<file path="src/rtl/fusion_seq_ctrl.sv">
// Sequencer for the two-track fusion datapath: loads two serial packets into
// register banks, waits for the fusion unit to settle and holds the result for downstream.

module fusion_seq_bank (
    input  logic             clk,
    input  logic             rst,
    input  logic             en,
    input  logic             clr,
    input  logic             valid,
    input  logic [2:0]       idx,
    input  logic [15:0]      x,
    input  logic [15:0]      p,
    output logic             ready,
    output logic [5:0][15:0] xb,
    output logic [5:0][15:0] pb,
    output logic             done,
    output logic             cmp,
    output logic             err,
    output logic             bbusy
);
    logic [2:0] expi;
    logic       acc;
    logic       good;

    assign ready = en & ~done;
    assign acc   = valid & ready;
    assign good  = acc & (idx == expi);
    assign cmp   = good & (idx == 3'd5);
    assign err   = acc & ~good;
    assign bbusy = done | (expi != 3'd0);

    always_ff @(posedge clk) begin
        if (rst || clr) begin
            xb   <= '0;
            pb   <= '0;
            expi <= 3'd0;
            done <= 1'b0;
        end else if (good) begin
            for (int k = 0; k < 6; k++) begin
                if (expi == 3'(k)) begin
                    xb[k] <= x;
                    pb[k] <= p;
                end
            end
            expi <= expi + 3'd1;
            if (idx == 3'd5) done <= 1'b1;
        end else if (err) begin
            // out-of-order beat: the whole partial packet is dropped
            xb   <= '0;
            pb   <= '0;
            expi <= 3'd0;
        end
    end
endmodule

module fusion_seq_ctrl #(
    parameter int FUSE_LAT = 2,
    parameter int TIMEOUT  = 64
) (
    input  logic         clk,
    input  logic         rst,
    input  logic         s1_valid,
    output logic         s1_ready,
    input  logic [2:0]   s1_idx,
    input  logic [15:0]  s1_x,
    input  logic [15:0]  s1_p,
    input  logic         s2_valid,
    output logic         s2_ready,
    input  logic [2:0]   s2_idx,
    input  logic [15:0]  s2_x,
    input  logic [15:0]  s2_p,
    output logic [95:0]  f_x1,
    output logic [95:0]  f_p1,
    output logic [95:0]  f_x2,
    output logic [95:0]  f_p2,
    input  logic [95:0]  f_xf,
    input  logic [191:0] f_pf,
    output logic         out_valid,
    input  logic         out_ready,
    output logic [95:0]  out_x,
    output logic [191:0] out_p,
    output logic [1:0]   out_single,
    output logic         seq_err,
    output logic         busy
);
    typedef enum logic [1:0] {COLLECT, FUSE, HOLD} state_t;

    state_t state, state_n;

    logic [1:0]            vld, rdy, dn, cmp, err, bb, clr;
    logic [1:0][2:0]       idx;
    logic [1:0][15:0]      xin, pin;
    logic [1:0][5:0][15:0] xb, pb;
    logic [15:0]           tcnt;
    logic [3:0]            lcnt;
    logic                  cap_fuse, cap_byp;
    logic [5:0][15:0]      ox;
    logic [5:0][31:0]      op;

    assign vld = {s2_valid, s1_valid};
    assign idx = {s2_idx, s1_idx};
    assign xin = {s2_x, s1_x};
    assign pin = {s2_p, s1_p};

    for (genvar t = 0; t < 2; t++) begin : g_bank
        fusion_seq_bank u_bank (
            .clk   (clk),
            .rst   (rst),
            .en    (state == COLLECT),
            .clr   (clr[t]),
            .valid (vld[t]),
            .idx   (idx[t]),
            .x     (xin[t]),
            .p     (pin[t]),
            .ready (rdy[t]),
            .xb    (xb[t]),
            .pb    (pb[t]),
            .done  (dn[t]),
            .cmp   (cmp[t]),
            .err   (err[t]),
            .bbusy (bb[t])
        );
    end

    assign s1_ready   = rdy[0];
    assign s2_ready   = rdy[1];
    assign f_x1       = xb[0];
    assign f_p1       = pb[0];
    assign f_x2       = xb[1];
    assign f_p2       = pb[1];
    assign out_x      = ox;
    assign out_p      = op;
    assign out_valid  = (state == HOLD);
    assign busy       = (state != COLLECT) | (|bb);

    always_ff @(posedge clk) begin
        if (rst) state <= COLLECT;
        else     state <= state_n;
    end

    always_comb begin
        state_n  = state;
        cap_fuse = 1'b0;
        cap_byp  = 1'b0;
        clr      = 2'b00;
        case (state)
            COLLECT: begin
                // a completion in the expiry cycle beats the timeout
                if ((dn[0] | cmp[0]) && (dn[1] | cmp[1])) begin
                    state_n = FUSE;
                end else if ((dn[0] ^ dn[1]) && tcnt == 16'(TIMEOUT - 1)) begin
                    state_n = HOLD;
                    cap_byp = 1'b1;
                    clr     = ~dn;
                end
            end
            FUSE: begin
                if (lcnt == 4'(FUSE_LAT - 1)) begin
                    state_n  = HOLD;
                    cap_fuse = 1'b1;
                end
            end
            HOLD: begin
                if (out_ready) begin
                    state_n = COLLECT;
                    clr     = 2'b11;
                end
            end
            default: state_n = COLLECT;
        endcase
    end

    always_ff @(posedge clk) begin
        if (rst) begin
            tcnt       <= '0;
            lcnt       <= '0;
            ox         <= '0;
            op         <= '0;
            out_single <= 2'b00;
            seq_err    <= 1'b0;
        end else begin
            tcnt <= (state == COLLECT && (dn[0] ^ dn[1])) ? tcnt + 16'd1 : 16'd0;
            lcnt <= (state == FUSE) ? lcnt + 4'd1 : 4'd0;
            if (|err) seq_err <= 1'b1;
            if (cap_fuse) begin
                ox         <= f_xf;
                op         <= f_pf;
                out_single <= 2'b00;
            end else if (cap_byp) begin
                ox         <= dn[0] ? xb[0] : xb[1];
                out_single <= dn[0] ? 2'b01 : 2'b10;
                for (int k = 0; k < 6; k++) begin
                    op[k] <= dn[0] ? {{16{pb[0][k][15]}}, pb[0][k]}
                                   : {{16{pb[1][k][15]}}, pb[1][k]};
                end
            end
        end
    end
endmodule

</file>
<file path="config.mk">
export PLATFORM = sky130hd
export DESIGN_NAME = fusion_seq_ctrl
export DESIGN_NICKNAME = d
export VERILOG_FILES = /design/src/rtl/fusion_seq_ctrl.sv
export SDC_FILE = /design/constraint.sdc
export NUM_CORES = 1
export LEC_CHECK = 0
export CORE_AREA = 3 3 402 404
export CTS_CLUSTER_SIZE = 8
export DETAILED_ROUTE_END_ITERATION = 10
export DIE_AREA = 0 0 405 407
export PLACE_DENSITY = 0.51
export SKIP_CTS_REPAIR_TIMING = 1
export SYNTH_ARGS = -nofsm -noshare
export SYNTH_HDL_FRONTEND = slang
export SYNTH_SLANG_ARGS = --single-unit
</file>
<file path="constraint.sdc">
create_clock -name clk -period 3.95 [get_ports clk]
set_input_delay 0.79 -clock clk [delete_from_list [all_inputs] [get_ports clk]]
set_output_delay 0.79 -clock clk [all_outputs]
set_load 0.03 [all_outputs]
</file>
Run 1, signal wires on met4:
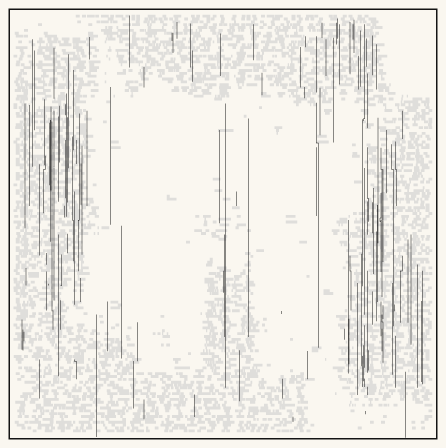
The layer carries 8740 microns of wire. The layer holds 4.4% of the routed length. The wires run mostly vertical.

Run 1, congestion heat map:
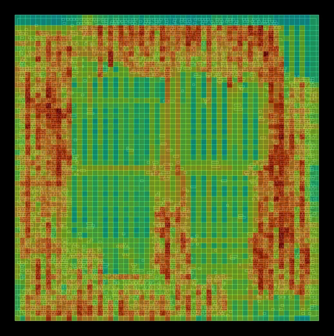
global-route track usage on met3: 6.81%
average wire per cell in the routed design: 31.3 microns
GRT Util Overall: 22.8%

==> flow_summary.yaml, run 1 <==
# physical design summary
final_timing:
  rsz0062_at_grt: "false"
  skew_ns: 0.0262
  finalHoldViolations: 0
  timing.final.setup_violations: 0
setup_path:
  slowest_stage_delay_on_critical_path_ns: 0.94
  critical_path.endpoint_type: "output port"
finish:
  final-instance-count-excl-fill: 6344
  antennaDiodeCount: 10
  mi_logic_area_sq_um: 15200
  nFlopsAndLatches: 705
logic_synthesis:
  postSynthSeqShare_pct: 46.1
  synth.most_common_cell: "dfxtp_1"
  ys_async_sr_fraction_pct: 0
  synth.distinct_cells: 44
  syn-instance-count: 3372
power_and_ir_drop:
  comb_cell_power_mw: 1.24
clocking:
  clkLatencyLatePin_ns: 0.69
  tritoncts: "done"
  maximum_number_of_buffers_from_clock_root_to_sink: 3
outcome:
  status: "complete, no violations"
hold_path:
  start_point_of_the_worst_min_delay_path: "out_p[144]"
drt:
  maxUsedRoutingLayer: "met5"
  detail-route-antenna-nets: 0
  total_met2_wirelength_after_detailed_routing_microns: 93300
  detailedRoute.firstIterationViolations: 3194
placement:
  dpl.hpwl_microns: 147000
  numPlacedInstances: 6218
flow_run:
  max_cap_violations: 0
die:
  initial_util_pct: 19.3
Run 1, signal wires by layer:
Only two layers are drawn.
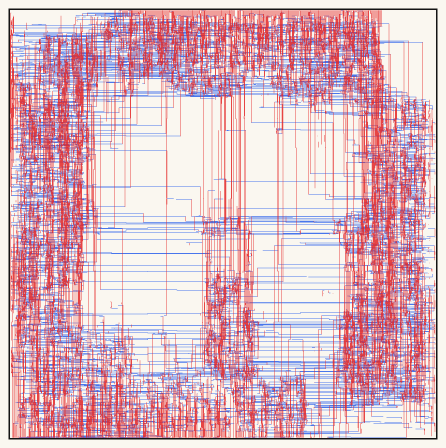
M2: drawn in red, wire length 93.3 mm. M1: drawn in blue, wire length 78.7 mm.

Run 1, where the registers sit:
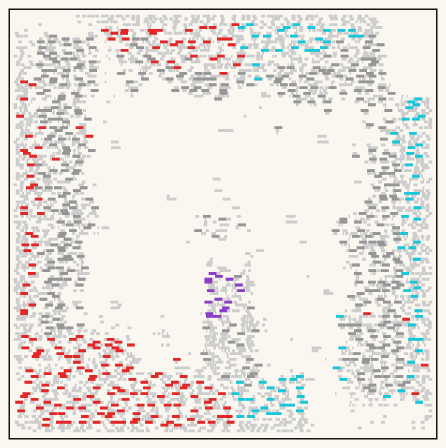
`out_x`: drawn in cyan, placed flops 96. `out_p`: drawn in red, placed flops 192. `tcnt`: drawn in purple, placed flops 16.

-- run 1: through the flow --
step	hold WS (ns)	utilization (%)	power (mW)
after floorplan	0.433	-	7.64
after global placement	0.442	27.5	8.54
after detailed placement	0.448	27.5	8.54
after CTS	0.418	29.2	16.6
after global routing	0.473	29.2	16.8
final	0.458	29.3	16.4
-- run 1: kinds of logic after synthesis --
| family | synth area share, % |
|---|---|
| AND/OR/NAND/NOR | 18.2 |
| AND-OR/OR-AND | 22.5 |
| flip-flops | 46.1 |
| buffers and inverters | 4.98 |
| multiplexers | 7.04 |
| XOR/XNOR | 0.629 |
| adder cells (fa/ha/maj) | 0.531 |
-- run 1: layer usage --
layer | vias up | track usage [%]
li1 | 14286 | -
met1 | 16334 | 27.4
met2 | 1572 | 38.0
met3 | 341 | 6.81
met4 | 6 | 9.33
met5 | - | 0
Run 1, PDN straps and rails:
The bar under the picture is 100 microns long. Pins as bars on the die edge. Tap cells in grey.
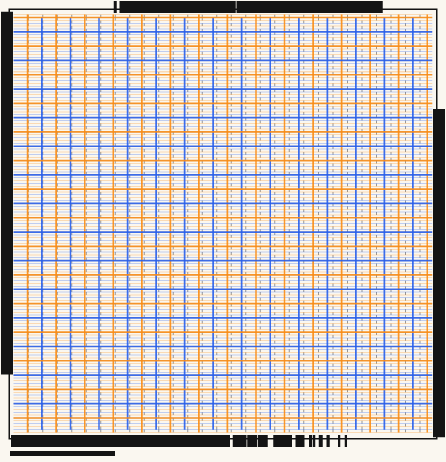

==> run 2, diff against run 1 <==
--- a/config.mk
+++ b/config.mk
@@ -5,11 +5,12 @@
 export SDC_FILE = /design/constraint.sdc
 export NUM_CORES = 1
 export LEC_CHECK = 0
-export CORE_AREA = 3 3 402 404
+export ABC_AREA = 1
+export CORE_AREA = 3 3 407 409
 export CTS_CLUSTER_SIZE = 8
 export DETAILED_ROUTE_END_ITERATION = 10
-export DIE_AREA = 0 0 405 407
-export PLACE_DENSITY = 0.51
+export DIE_AREA = 0 0 410 412
+export PLACE_DENSITY = 0.4
 export SKIP_CTS_REPAIR_TIMING = 1
 export SYNTH_ARGS = -nofsm -noshare
 export SYNTH_HDL_FRONTEND = slang
Run 2, PDN straps and rails:
The bar under the picture is 100 microns long. Pins as bars on the die edge. Tap cells in grey.
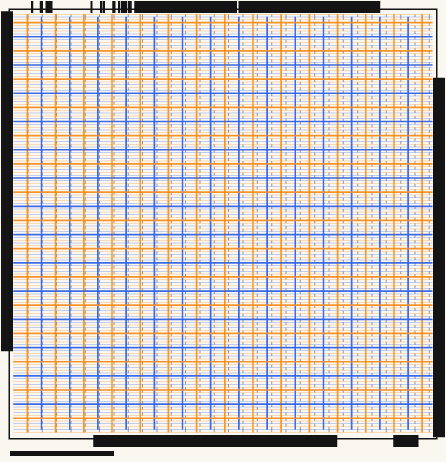
VDD: drawn in blue. VSS: drawn in orange.
2175 tap cells. 1042 signal pins sit on the boundary. 29 straps on met5. 149 met1 rails follow the rows.

Run 2, congestion heat map:
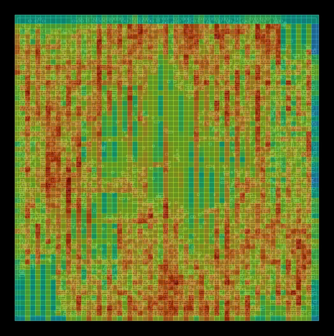
met1 capacity usage during global routing: 28.7%
average wire per cell in the routed design: 26.9 microns
utilization after layout: 30.1%

Run 2, zoomed window:
Window x 295 to 320, y 90 to 115 microns. Cells in grey, sequential cells in the stronger grey; small squares are vias.
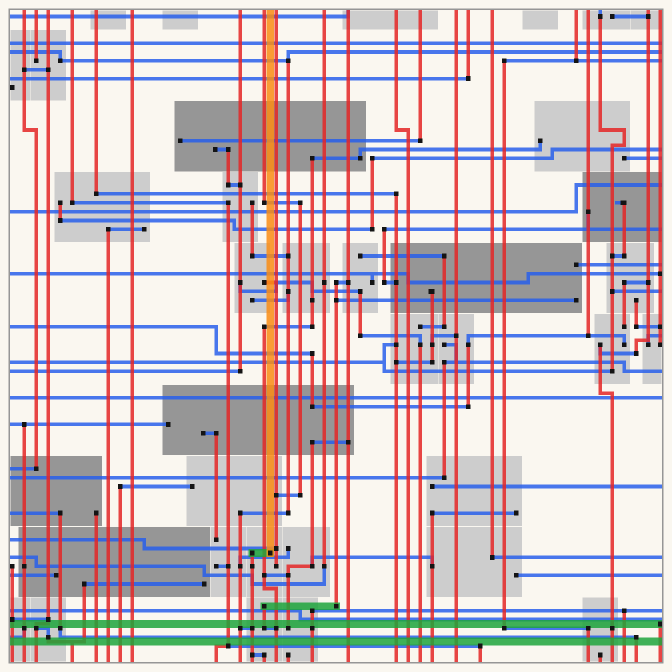
M2: drawn in red. M3: drawn in green. M4: drawn in orange. M1: drawn in blue.
Most frequent: nand2_1 (7), nor2_1 (6), clkdlybuf4s50_1 (5). Netlist names of flops here include `g_bank.u_bank.pb` (4). Sequential cells in the window: 4. 26 logic cells have their middle in the window.

==> run 2 against run 1 <==
Total power increased by 2.0%; flip-flop count unchanged; final cell count is 29% higher; area after synthesis increased by 8.8%; cell area increased by 5.5%; sequential share of layout area down 1.6 points; routed wire length is 11% higher; setup slack worse by 0.017 ns; clock skew grew 0.0088 ns; sequential power barely moved; via count rose by 14%; register-to-register slack improved by 0.39 ns; critical endpoint is now busy.
==> flow_summary.yaml, run 2 <==
# physical design summary
logic_synthesis:
  synth-adder-area-share_pct: 0.488
  synth.distinct_cells: 32
  prevailing_logic_family_in_the_synthesized_netlist: "simple AND/OR/NAND/NOR gates"
  post_synth_mux_area_share_pct: 0.541
  syn-instance-count: 5126
  simple_gate_area_share_pct: 29.9
  synthXorXnorAreaFrac_pct: 0.132
  synth.most_common_cell: "nor2_1"
finish:
  mi_logic_area_sq_um: 15600
  final-instance-count-excl-fill: 8213
drt:
  maxUsedRoutingLayer: "met5"
hold_path:
  start_point_of_the_worst_min_delay_path: "tcnt[0]"
setup_path:
  critical_path.endpoint_type: "output port"
  slowest_stage_delay_on_critical_path_ns: 0.78
clocking:
  maximum_number_of_buffers_from_clock_root_to_sink: 3
  tritoncts: "done"
final_timing:
  skew_ns: 0.0350
  timing.final.setup_violations: 0
  finalHoldViolations: 0
placement:
  dpl.hpwl_microns: 170000
power_and_ir_drop:
  comb_cell_power_mw: 1.20
outcome:
  status: "complete, no violations"
[run 2: cell types whose count changed in the layout (fill, tap and decap cells not counted), moves of 190 or more]
cell     change
a21oi_1    +469
a32oi_1    -256
and3_1     -190
inv_1      +504
nand2_1    +809
nor2_1     +686
o21ai_0    +208
[run 2: per-layer routing]
layer / track usage, % / up-vias
met4: 6.16 / 6
li1: - / 17873
met5: 0 / -
met2: 46.0 / 1123
met1: 28.7 / 17729
met3: 6.18 / 208
[run 2: layout make-up]
class                      instances  share of cell area, %
tap                             2175                   5.58
clock inverter                     8                  0.285
antenna                            5                 0.0256
sequential                       705                   28.9
multi-input combinational       3523                   31.9
inverter                         527                   4.10
timing repair buffer            1151                   23.7
clock buffer                     119                   5.44
Run 2, signal wires on met4:
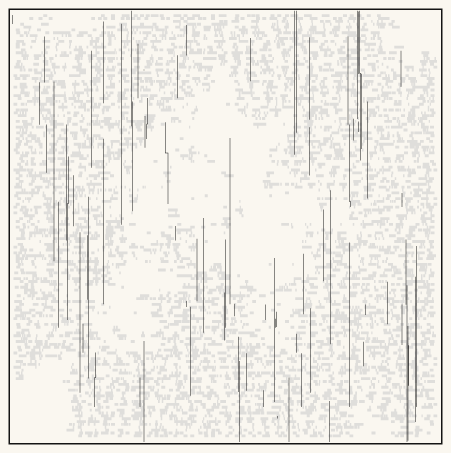

==> run 3, diff against run 2 <==
--- a/config.mk
+++ b/config.mk
@@ -7,6 +7,7 @@
 export LEC_CHECK = 0
 export ABC_AREA = 1
 export CORE_AREA = 3 3 407 409
+export CTS_BUF_LIST = sky130_fd_sc_hd__clkbuf_8
 export CTS_CLUSTER_SIZE = 8
 export DETAILED_ROUTE_END_ITERATION = 10
 export DIE_AREA = 0 0 410 412
Run 3, signal wires on met4:
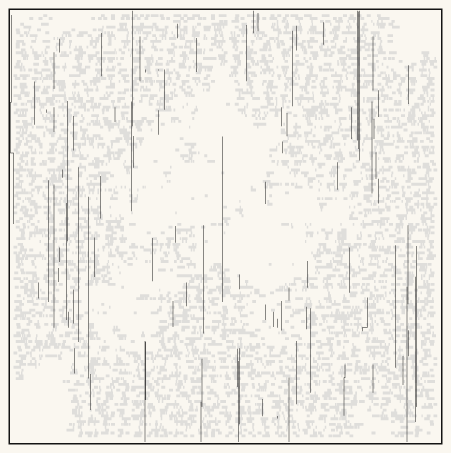
The longest straight run is 173 microns. The wires run mostly vertical.

Run 3, congestion heat map:
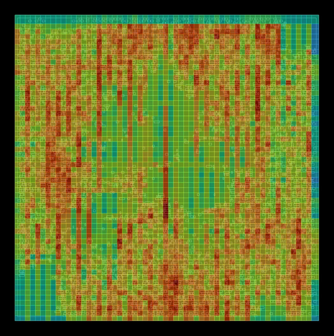
met1 capacity usage during global routing: 28.6%
average wire per cell in the routed design: 26.5 microns
GRT Util Overall: 25.1%

Run 3, PDN straps and rails:
The bar under the picture is 100 microns long. Pins as bars on the die edge. Tap cells in grey.
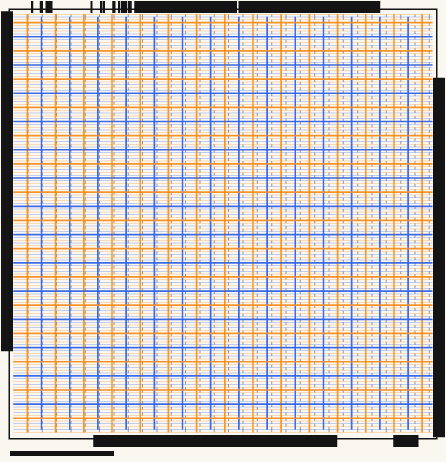
VDD: drawn in blue. VSS: drawn in orange.
29 straps on met5. 149 met1 rails follow the rows. 29 straps on met4. 1042 signal pins sit on the boundary. 2175 tap cells.

==> run 3 against run 2 <==
Cell area up 0.34%; sequential share of layout area shrank 0.098 points; count of clock-buffer cells in the layout rose by 62; via count rose by 0.92%; first-iteration DRC count is 2.4% lower; register-to-register slack lost 0.03 ns; flip-flop count is the same; critical path type unchanged; largest power group unchanged.
==> flow_summary.yaml, run 3 <==
# physical design summary
placement:
  dpl.hpwl_microns: 170000
logic_synthesis:
  post_synth_mux_area_share_pct: 0.541
  synthXorXnorAreaFrac_pct: 0.132
  prevailing_logic_family_in_the_synthesized_netlist: "simple AND/OR/NAND/NOR gates"
  synth_compound_gate_area_share_pct: 15.4
  syn-instance-count: 5126
  ys_async_sr_fraction_pct: 0
  simple_gate_area_share_pct: 29.9
global_routing:
  busiest_layer: "met2"
  global_route.usage.met2_pct: 46.3
setup_path:
  slowest_stage_delay_on_critical_path_ns: 0.77
  critical_path.endpoint_type: "output port"
drt:
  total_met2_wirelength_after_detailed_routing_microns: 114000
  detailedRoute.firstIterationViolations: 2652
  maxUsedRoutingLayer: "met5"
outcome:
  status: "complete, no violations"
final_timing:
  timing.final.setup_violations: 0
  rsz0062_at_grt: "false"
  whs_ns: 0.444
  finalHoldViolations: 0
  skew_ns: 0.0613
die:
  initial_util_pct: 20.5
finish:
  area_dominant_class: "logic gates"
  comb_share_pct: 31.8
  non_cts_inverters: 527
  nFlopsAndLatches: 705
  antennaDiodeCount: 9
  nMultiInputCombCells: 3523
  n_clock_buffer: 181
  clk_share_pct: 6.02
  seq_area_share_pct: 28.8
  final-instance-count-excl-fill: 8346
  buffer_area_share_pct: 23.6
  final_util_pct: 30.2
  mi_logic_area_sq_um: 15600
clocking:
  maximum_number_of_buffers_from_clock_root_to_sink: 3
  tritoncts: "done"
flow_run:
  max_cap_violations: 0
[run 3: cell counts after synthesis]
No cell type changed its count.
[run 3: worst register-to-register path: cells and delay by family, from the launching register on]
kind | cells | cell delay, ns
buffers and inverters | 2 | 0.73
DFF | 1 | 0.59
AOI/OAI and AO/OA | 1 | 0.43
and+or+nand+nor | 7 | 0.95
[run 3: report_power, final]
| part | total [mW] | switching [mW] | internal [mW] |
|---|---|---|---|
| clock | 8.05 | 3.72 | 4.33 |
| sequential | 7.17 | 0.0339 | 7.14 |
| combinational | 1.20 | 0.719 | 0.483 |
| total | 16.4 | 4.48 | 12.0 |
Power and IR drop assume default switching activity.
